## src/rtl/register_file_mp.sv

```systemverilog
// register_file_mp
//   Multi-read-port integer register file. It has write-to-read bypass and a
//   per-register busy scoreboard for hazard detection. Decode drives the read
//   addresses and the claims. Writeback drives the write port.
//
//   After reset, a clear sequence zeroes one entry per cycle. The storage
//   therefore needs no reset and can map onto block RAM. Each read port owns
//   a private copy of the array. Every write goes to all copies, so each copy
//   needs only one read port and one write port.
//
// Ports
//   i_clk              clock; all state changes on the rising edge
//   i_reset            synchronous, active-high reset
//   i_read_register    NRD packed read addresses, port k at [k*AW +: AW]
//   o_read_data        NRD packed read results (1-cycle latency), port k at [k*XLEN +: XLEN]
//   o_busy             busy flag of each read port's address, post-edge view
//   i_we               write enable
//   i_write_register   write address
//   i_write_data       write data
//   i_claim            mark i_claim_register busy
//   i_claim_register   register to claim
//   o_ready            high once the clear sequence has finished
module register_file_mp #(
  parameter int  XLEN     = 32,
  parameter int  NREGS    = 32,
  parameter int  NRD      = 2,
  parameter int  BYPASS   = 1,
  parameter int  ZERO_REG = 1,
  localparam int AW       = $clog2(NREGS)
) (
  input  logic                i_clk,
  input  logic                i_reset,
  input  logic [NRD*AW-1:0]   i_read_register,
  output logic [NRD*XLEN-1:0] o_read_data,
  output logic [NRD-1:0]      o_busy,
  input  logic                i_we,
  input  logic [AW-1:0]       i_write_register,
  input  logic [XLEN-1:0]     i_write_data,
  input  logic                i_claim,
  input  logic [AW-1:0]       i_claim_register,
  output logic                o_ready
);

  typedef enum logic {
    ST_CLEAR,
    ST_RUN
  } state_t;

  // Source of each port's registered output. The RAM output register cannot
  // be reset. A registered selector masks it instead: it forces zero after
  // reset, during clear and for register 0, and it picks the forwarded write.
  typedef enum logic [1:0] {
    SEL_ZERO,
    SEL_BYP,
    SEL_MEM
  } sel_t;

  genvar gi;

  state_t            state_q, state_d;
  logic [AW-1:0]     clr_idx_q, clr_idx_d;
  logic [NREGS-1:0]  busy_q, busy_d;
  logic [XLEN-1:0]   byp_data_q, byp_data_d;

  logic              run;
  logic              wr_allowed;
  logic              mem_we;
  logic [AW-1:0]     mem_waddr;
  logic [XLEN-1:0]   mem_wdata;

  assign run        = (state_q == ST_RUN);
  assign wr_allowed = i_we && !((ZERO_REG != 0) && (i_write_register == '0));
  assign o_ready    = run;

  // ---------------------------------------------------------------------------
  // Clear / run FSM and the shared write port of all array copies
  // ---------------------------------------------------------------------------
  always_comb begin
    state_d   = state_q;
    clr_idx_d = clr_idx_q;
    mem_we    = 1'b0;
    mem_waddr = i_write_register;
    mem_wdata = i_write_data;
    case (state_q)
      ST_CLEAR: begin
        mem_we    = 1'b1;
        mem_waddr = clr_idx_q;
        mem_wdata = '0;
        clr_idx_d = clr_idx_q + AW'(1);
        if (clr_idx_q == AW'(NREGS - 1)) begin
          state_d = ST_RUN;
        end
      end
      ST_RUN: begin
        mem_we = wr_allowed;
      end
      default: begin
        state_d = ST_CLEAR;
      end
    endcase
    // The clear restarts after reset anyway. Blocking the write keeps a
    // reset cycle from touching the storage.
    if (i_reset) begin
      mem_we = 1'b0;
    end
  end

  always_ff @(posedge i_clk) begin
    if (i_reset) begin
      state_q   <= ST_CLEAR;
      clr_idx_q <= '0;
    end else begin
      state_q   <= state_d;
      clr_idx_q <= clr_idx_d;
    end
  end

  // ---------------------------------------------------------------------------
  // Busy scoreboard. A claim beats a simultaneous writeback to the same
  // register: the new producer has been issued after the one that is
  // retiring. Claims and writebacks are ignored while clearing.
  // ---------------------------------------------------------------------------
  for (gi = 0; gi < NREGS; gi++) begin : g_busy
    if ((ZERO_REG != 0) && (gi == 0)) begin : g_hardwired
      assign busy_d[gi] = 1'b0;
    end else begin : g_tracked
      logic claim_hit;
      logic write_hit;
      assign claim_hit  = i_claim && (i_claim_register == AW'(gi));
      assign write_hit  = i_we && (i_write_register == AW'(gi));
      assign busy_d[gi] = !run     ? 1'b0 :
                          claim_hit ? 1'b1 :
                          write_hit ? 1'b0 :
                                      busy_q[gi];
    end
  end

  always_ff @(posedge i_clk) begin
    if (i_reset) begin
      busy_q <= '0;
    end else begin
      busy_q <= busy_d;
    end
  end

  // One register captures the write data for forwarding. All ports share it
  // because there is only one write port.
  assign byp_data_d = i_write_data;

  always_ff @(posedge i_clk) begin
    if (i_reset) begin
      byp_data_q <= '0;
    end else begin
      byp_data_q <= byp_data_d;
    end
  end

  // ---------------------------------------------------------------------------
  // Read ports: each has a private array copy with a registered read.
  // ---------------------------------------------------------------------------
  for (gi = 0; gi < NRD; gi++) begin : g_port
    logic [AW-1:0]   ra;
    logic [XLEN-1:0] mem [NREGS];
    logic [XLEN-1:0] mem_rd_q;
    sel_t            sel_q, sel_d;
    logic            busy_out_q, busy_out_d;

    assign ra = i_read_register[gi*AW +: AW];

    // The read happens in the same process as the write. A read of the
    // address being written therefore returns the old contents. Forwarding
    // is handled by the selector, not by the RAM.
    always_ff @(posedge i_clk) begin
      if (mem_we) begin
        mem[mem_waddr] <= mem_wdata;
      end
      mem_rd_q <= mem[ra];
    end

    always_comb begin
      sel_d = SEL_ZERO;
      if (run) begin
        if ((ZERO_REG != 0) && (ra == '0)) begin
          sel_d = SEL_ZERO;
        end else if ((BYPASS != 0) && i_we && (i_write_register == ra)) begin
          sel_d = SEL_BYP;
        end else begin
          sel_d = SEL_MEM;
        end
      end
    end

    // busy_d is already zero while clearing. It is the post-edge value, so
    // a writeback or claim in this cycle shows up immediately.
    assign busy_out_d = busy_d[ra];

    always_ff @(posedge i_clk) begin
      if (i_reset) begin
        sel_q      <= SEL_ZERO;
        busy_out_q <= 1'b0;
      end else begin
        sel_q      <= sel_d;
        busy_out_q <= busy_out_d;
      end
    end

    assign o_read_data[gi*XLEN +: XLEN] = (sel_q == SEL_BYP) ? byp_data_q :
                                          (sel_q == SEL_MEM) ? mem_rd_q   :
                                                               '0;
    assign o_busy[gi] = busy_out_q;
  end

endmodule
```

## config.mk

```make
export PLATFORM = sky130hd
export DESIGN_NAME = register_file_mp
export DESIGN_NICKNAME = d
export VERILOG_FILES = /design/src/rtl/register_file_mp.sv
export SDC_FILE = /design/constraint.sdc
export NUM_CORES = 1
export LEC_CHECK = 0
export CAP_MARGIN = 25
export CORE_ASPECT_RATIO = 1.4
export CORE_MARGIN = 8
export CORE_UTILIZATION = 29
export CTS_BUF_LIST = sky130_fd_sc_hd__clkbuf_2 sky130_fd_sc_hd__clkbuf_4 sky130_fd_sc_hd__clkbuf_8
export DETAILED_ROUTE_END_ITERATION = 6
export DONT_BUFFER_PORTS = 1
export PLACE_DENSITY_LB_ADDON = 0.3
export SYNTH_ARGS = -nofsm -noshare
export SYNTH_HDL_FRONTEND = slang
export SYNTH_SLANG_ARGS = --single-unit
```

## constraint.sdc

```tcl
create_clock -name i_clk -period 8.7 [get_ports i_clk]
set_clock_uncertainty 0.05 [all_clocks]
set_input_delay 1.74 -clock i_clk [delete_from_list [all_inputs] [get_ports i_clk]]
set_output_delay 1.74 -clock i_clk [all_outputs]
set_load 0.005 [all_outputs]
```

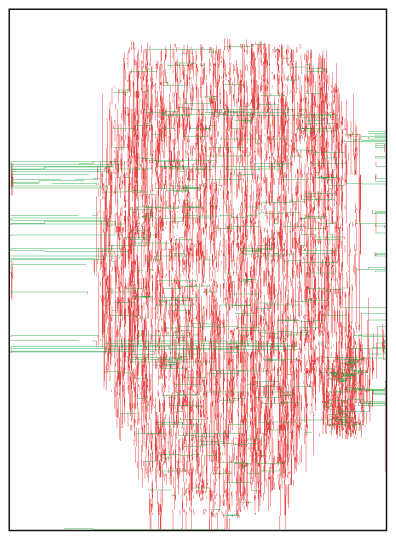
(images/wires.png)
Drawn at 1 px/um. Only two layers are drawn.
green -> metal 3  # wire length 12600 um
red -> metal 2  # wire length 81.0 mm

==> results.ini <==
[yosys]
ff_type=edfxtp_1
synth_cell_type_count=66
xor_share=0.002166
synth-edff-count=1024
ys_cells=2611
syn_inst=2611
ys_seq_share=0.6380
syn-mean-instance-area_um2=20.13
top_logic_kind=multiplexers
mux_area_frac=0.2825

[clock_tree]
cts_tree=yes
clkTransAtPathRegs_ns=0.07

[job]
warnings=40

[global_routing]
grt_use_met1=0.1982
grt_pass1_wl_um=226900
met3_usage=0.04650
grt-ovfl-total=0
grt_use_total=0.1609
grt.busiest_layer=met2
grt_max_degree=277

[placed_design]
dp_cells=4889
pre_cts_ws_ns=3.650

[drt]
drt-met1-wl_um=61810
wl_met3_um=12550
finalWirelength_um=159200
drc_errors=0

[final_layout]
mi_logic_area_um2=18340
n_all_buffers=66
layout-drive-gt1-share=0.3863
nClkBuffers=236
largestClassByArea=flip-flops and latches
layout_top_cell=edfxtp_1
seq_cells=1163
final_cell_mix=edfxtp_1, mux4_2, clkbuf_8
n_antenna_cell=8
n_fill_cell=17180

[floorplanning]
die-area_um2=195300

[worst_hold_path]
whs_path_depth=2

[power_and_ir_drop]
p_leak_nw=18.03
power_density_nw_per_um2=192.3
ir_drop_mv=0.1037
pwr-share-clk=0.418

[worst_setup_path]
critPathSlowestCell=buf_4
path_cells=nor2b_4 > buf_4 > a22o_1
reg2reg_depth=5
cp_max_fo=22
critical_path.startpoint=g_port[0].sel_q[1]
crit_cells=3
timing.critical_path.buf_inv=1
crit_end=o_read_data[16]

[sta]
fin_crit_sh=0.5012
totalNegativeSetupSlack_ns=0
final_hold_viol_count=0

[status]
status=finished clean

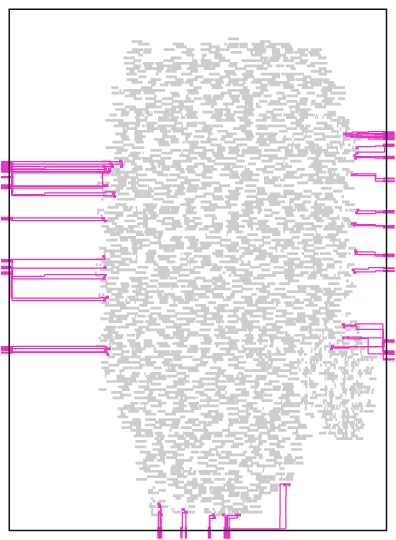
(images/io_fan.png)
Drawn at 1 px/um.
magenta -> o_read_data  # direction output, end cells 64, buffers 0, wire 4050 um

==> per-stage QoR <==
stage | area, um^2 | hold slack (ns)
after floorplan | 52560 | 0.4233
after global placement | 55270 | 0.4580
after detailed placement | 55520 | 0.4499
after CTS | 59220 | 0.4608
after global routing | 59530 | 0.4846
final | 59550 | 0.4740
==> worst min-delay path by stage <==
stage / from / endpoint / slack [ns]
after floorplan: busy_q[4] / busy_q[4] / 0.42
after global placement: busy_q[4] / busy_q[4] / 0.46
after detailed placement: busy_q[4] / busy_q[4] / 0.45
after CTS: busy_q[4] / busy_q[4] / 0.46
after global routing: busy_q[4] / busy_q[4] / 0.48
final: busy_q[4] / busy_q[4] / 0.47
==> registers in the layout (all words and copies together) (netlist names) <==
signal and flops:
g_port.mem 1024, g_port.mem_rd_q 64, byp_data_q 32, busy_q 31, clr_idx_q 5, g_port.sel_q 4, g_port.busy_out_q 2, o_ready 1
==> power groups by stage <==
stage	Combinational (mW)	Sequential (mW)	Clock, mW
3_5_place_dp	0.566	6.22	0
2_1_floorplan	0.566	6.20	0
6_report	0.566	6.10	4.79
3_3_place_gp	0.569	6.22	0
4_1_cts	0.569	6.10	4.93
5_1_grt	0.589	6.10	5.14
==> cells in the mapped netlist, types with 10 or more instances <==
library cell	n	area share
a21oi_1	21	0.0020
a22o_1	64	0.011
and2_1	49	0.0058
buf_1	19	0.0014
buf_2	59	0.0056
clkbuf_1	115	0.0082
dfxtp_1	139	0.053
edfxtp_1	1024	0.59
mux2_2	34	0.0073
mux4_2	641	0.27
nand2_1	127	0.0091
nand2b_1	12	0.0014
nor2_1	74	0.0053
nor2b_1	44	0.0052
o21a_1	13	0.0019
o21ai_0	36	0.0034
xor2_1	10	0.0017
Power is estimated from default activity; no workload was simulated.
